### config.mk
export PLATFORM = sky130hd
export DESIGN_NAME = icache_ctrl
export DESIGN_NICKNAME = d
export VERILOG_FILES = /design/src/rtl/icache_ctrl.sv
export SDC_FILE = /design/constraint.sdc
export NUM_CORES = 1
export LEC_CHECK = 0
export CAP_MARGIN = 10
export CORE_MARGIN = 2
export CORE_UTILIZATION = 30
export CTS_BUF_LIST = sky130_fd_sc_hd__clkbuf_4 sky130_fd_sc_hd__clkbuf_8 sky130_fd_sc_hd__clkbuf_16
export DETAILED_ROUTE_END_ITERATION = 7
export PLACE_DENSITY = 0.45
export SETUP_SLACK_MARGIN = 0.05
export SKIP_CTS_REPAIR_TIMING = 1
export SLEW_MARGIN = 25
export SYNTH_ARGS = -nofsm -noshare
export SYNTH_HDL_FRONTEND = slang
export SYNTH_SLANG_ARGS = --single-unit
### constraint.sdc
create_clock -name clk -period 3.25 [get_ports clk]
set_input_delay 0.975 -clock clk [delete_from_list [all_inputs] [get_ports clk]]
set_output_delay 0.975 -clock clk [all_outputs]
set_load 0.03 [all_outputs]
### src/rtl/icache_ctrl.sv
// Direct-mapped I-cache controller: register tag/valid array, 4-word line fill from the memory bus.
// Hits answer 1 cycle after the request; a miss stalls the requester until 2 cycles after the last fill ack.
module icache_ctrl #(
  parameter int RAMADDRBITS = 5,
  parameter int LINEBITS    = 2
) (
  input  logic                   clk,
  input  logic                   reset_n,
  input  logic [31:0]            cpu_addr,
  input  logic                   cpu_req,
  output logic                   cpu_ready,
  output logic [31:0]            cpu_data,
  input  logic                   inval,
  output logic [31:0]            mem_addr,
  output logic                   mem_req,
  input  logic                   mem_ack,
  input  logic [31:0]            mem_rdata,
  output logic [RAMADDRBITS-1:0] ram_addr,
  output logic                   ram_we,
  output logic [31:0]            ram_wdata,
  input  logic [31:0]            ram_rdata
);

  localparam int IDXBITS = RAMADDRBITS - LINEBITS;
  localparam int NLINES  = 1 << IDXBITS;
  localparam int TAGBITS = 30 - RAMADDRBITS;

  typedef enum logic {IDLE, FILL} state_t;

  state_t               state;
  logic [NLINES-1:0]    valid;
  logic [TAGBITS-1:0]   tags [NLINES];
  logic                 suppress;
  logic [LINEBITS-1:0]  counter;
  logic [IDXBITS-1:0]   fill_index;
  logic [TAGBITS-1:0]   fill_tag;

  logic [LINEBITS-1:0]  req_word;
  logic [IDXBITS-1:0]   req_index;
  logic [TAGBITS-1:0]   req_tag;
  logic                 hit;
  logic                 ack;
  logic                 last_ack;
  logic                 unused_addr_bits;

  assign req_word         = cpu_addr[2 +: LINEBITS];
  assign req_index        = cpu_addr[2 + LINEBITS +: IDXBITS];
  assign req_tag          = cpu_addr[31 -: TAGBITS];
  assign unused_addr_bits = &{1'b0, cpu_addr[1:0]};

  assign hit      = valid[req_index] && (tags[req_index] == req_tag);
  // Acks are only meaningful while a read is outstanding.
  assign ack      = mem_req && mem_ack;
  assign last_ack = ack && (counter == {LINEBITS{1'b1}});

  always_comb begin
    ram_wdata = mem_rdata;
    if (state == FILL) begin
      ram_addr = {fill_index, counter};
      ram_we   = ack;
    end else begin
      ram_addr = {req_index, req_word};
      ram_we   = 1'b0;
    end
  end

  always_ff @(posedge clk or negedge reset_n) begin
    if (!reset_n) begin
      state      <= IDLE;
      valid      <= '0;
      suppress   <= 1'b0;
      counter    <= '0;
      fill_index <= '0;
      fill_tag   <= '0;
      cpu_ready  <= 1'b0;
      cpu_data   <= '0;
      mem_req    <= 1'b0;
      mem_addr   <= '0;
      for (int i = 0; i < NLINES; i++) tags[i] <= '0;
    end else begin
      cpu_ready <= 1'b0;
      case (state)
        IDLE: begin
          if (cpu_req) begin
            if (hit) begin
              cpu_data  <= ram_rdata;
              cpu_ready <= 1'b1;
            end else begin
              fill_index <= req_index;
              fill_tag   <= req_tag;
              counter    <= '0;
              suppress   <= 1'b0;
              mem_addr   <= {req_tag, req_index, {LINEBITS{1'b0}}, 2'b00};
              mem_req    <= 1'b1;
              state      <= FILL;
            end
          end
        end
        FILL: begin
          if (ack) begin
            counter  <= counter + 1'b1;
            mem_addr <= mem_addr + 32'd4;
            if (last_ack) begin
              mem_req  <= 1'b0;
              suppress <= 1'b0;
              state    <= IDLE;
              if (!suppress) begin
                valid[fill_index] <= 1'b1;
                tags[fill_index]  <= fill_tag;
              end
            end
          end
        end
        default: state <= IDLE;
      endcase
      // Later assignment wins: an invalidate beats a completing line in the same cycle.
      if (inval) begin
        valid <= '0;
        if (state == FILL && !last_ack) suppress <= 1'b1;
      end
    end
  end

endmodule
Figure 1. M1 wires.
Scale: 2 px per µm. Supply wires on this layer in gray.
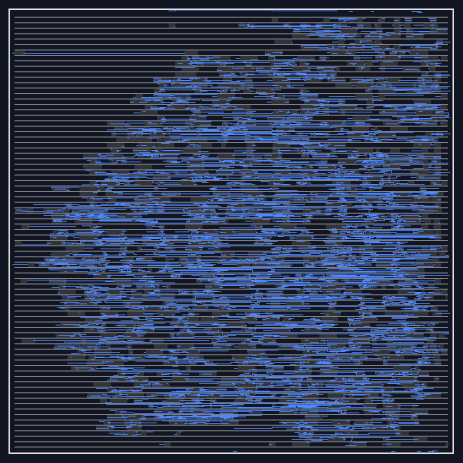
The longest straight run is 85.1 µm. The layer carries 20.3 mm of wire. The layer holds 48% of the routed length. 1215 nets have wire on it. The wires run mostly horizontal.

Figure 2. Routing congestion map.
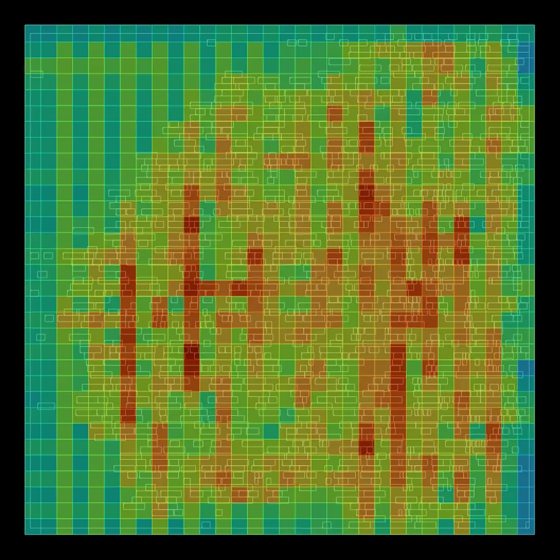
met3 usage: 0.0313
routed length per instance: 22.3 µm
met1 usage: 0.238
grt met2 use: 0.256
GRT Max-Usage Layer: met2

==> impl_metrics.ini <==
; yosys + openroad results
[clock_tree]
insertion_delay_ps = 550
path_clk_slew_ps = 50
cts_buffer_depth = 3
htree_levels = 2

[global_routing]
grt_pass1_wl_um = 62100
track_usage = 0.166
grt_overflow = 0
antenna_found_initial = 0

[place]
dp_hpwl_um = 26800
port_buffers = 136

[floorplanning]
fp.dieW_um = 221
die_height_um = 221
initCoreUtil = 0.304
dieArea_um2 = 49000
taps = 607
pin_count = 205

[synth]
synth_cells = 1054
ys_ff = 304
synth-edff-count = 0
synth_top_area_share = 0.537
simple_gate_share = 0.0585
ys.flop_type = dfrtp_1
synth_area_um2 = 14200
ys_area_um2 = 14200
async_flop_share = 1.00
synth-compound-area-share = 0.0588
syn_area_per_cell_um2 = 13.4
most_common_cell = dfrtp_1
ys_seq_frac = 0.537
yosys_warnings = 0
xor_area_frac = 0.00804
synth.logic.top_family = multiplexers
yosys.area.top_type = dfrtp_1

[detailed_routing]
detail_route.iter0.violations = 625
drt-vias-per-instance = 5.02
firstDrtPassIters = 4
vias = 9476

[run]
max-cap-violations = 0
log.warning_count = 30

[timing]
hold_slack_ps = 422
fmax_mhz = 315
setup_tns_ps = 0
post-route-min-period_ps = 3170
hold_viol_final = 0
fin_crit_sh = 0.977
setup_slack_ps = 75.4
worst_pin_slew_ps = 634

[run_status]
status = finished, final reports clean

[power_and_ir_drop]
pg_clk_uw = 4220
p_comb_uw = 3990
switching_share = 0.322
p_clk_frac = 0.302
fin_total_pwr_uw = 14000
pwr-share-comb = 0.286
p_seq_uw = 5770
p_sw_uw = 4500

[setup_path]
r2r_cells = 10
crit_cells = 13
reg2reg_from = tags[2]
crit_family = buffers and inverters
cpMaxStageDelayCell = mux2_2
path_buffers = 6
worstSetupPathType = in2reg
worstPathRequired_ps = 3680
path_cells = buf_12, buf_12, buf_12, buf_12, mux2_2, o22ai_2, o21ai_1, nand3b_1, and4bb_2, a31oi_4, clkbuf_16, buf_6, mux2_2
worst_r2r_endpoint = cpu_data[4]
startpoint = cpu_addr[4]

[layout]
seq_share = 0.408
diodes = 0
seq_cells = 304
nets = 1362
lay_top_count = dfrtp_1
layout.cells.non_filler = 1889
layout.area.seq_um2 = 7610
comb.multi_input.count = 649
layout.area.comb_um2 = 6210
signal_buffers = 254
area_growth_pct = 31.7
final_util = 0.401
final_cell_area_um2 = 18700
Figure 3. Met3 routing.
Scale: 2 px per µm.
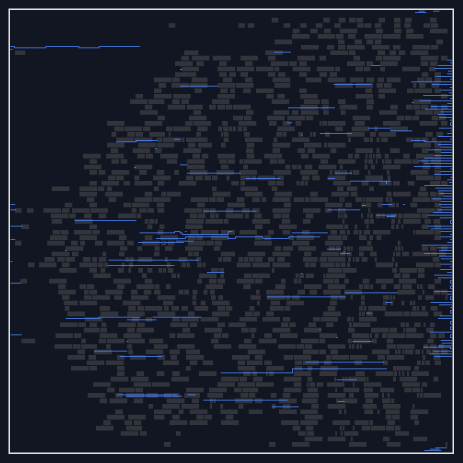
The layer holds 4.3% of the routed length. The wires run mostly horizontal. 149 nets have wire on it. The layer carries 1820 µm of wire.

Figure 4. Signal wires on met4.
Scale: 1.5 px per µm. Supply wires on this layer in gray.
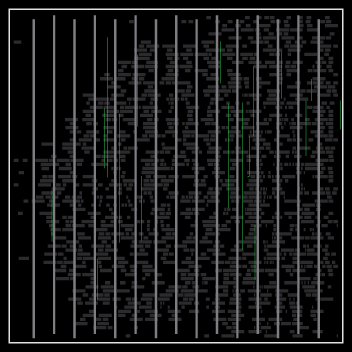
The layer holds 1.8% of the routed length. The wires run mostly vertical. The layer carries 778 µm of wire. 8 nets have wire on it.

-- flip-flops by register name, indices dropped and copies added (netlist names) --
signal	flops
cpu_ready	1
state	1
fill_index	3
tags	200
counter	2
mem_req	1
fill_tag	25
valid	8
mem_addr	30
suppress	1
cpu_data	32
-- logic make-up (layout without fill, tap and decap cells) --
group                    count (synthesis)  count (layout)
multiplexers                           354             354
flip-flops                             304             304
AND/OR/NAND/NOR                        160             161
AND-OR/OR-AND                          117             117
buffers and inverters                  103             329
XOR/XNOR                                13              13
adder cells (fa/ha/maj)                  2               2
other                                    1               2
-- routing by layer --
layer	vias to the layer above	routed length, µm	GRT usage
li1	4289	-	-
met1	4922	20300	0.238
met2	222	19200	0.256
met3	43	1820	0.0313
met4	0	777	0.0476
met5	-	0	0
Power and IR drop assume default switching activity.
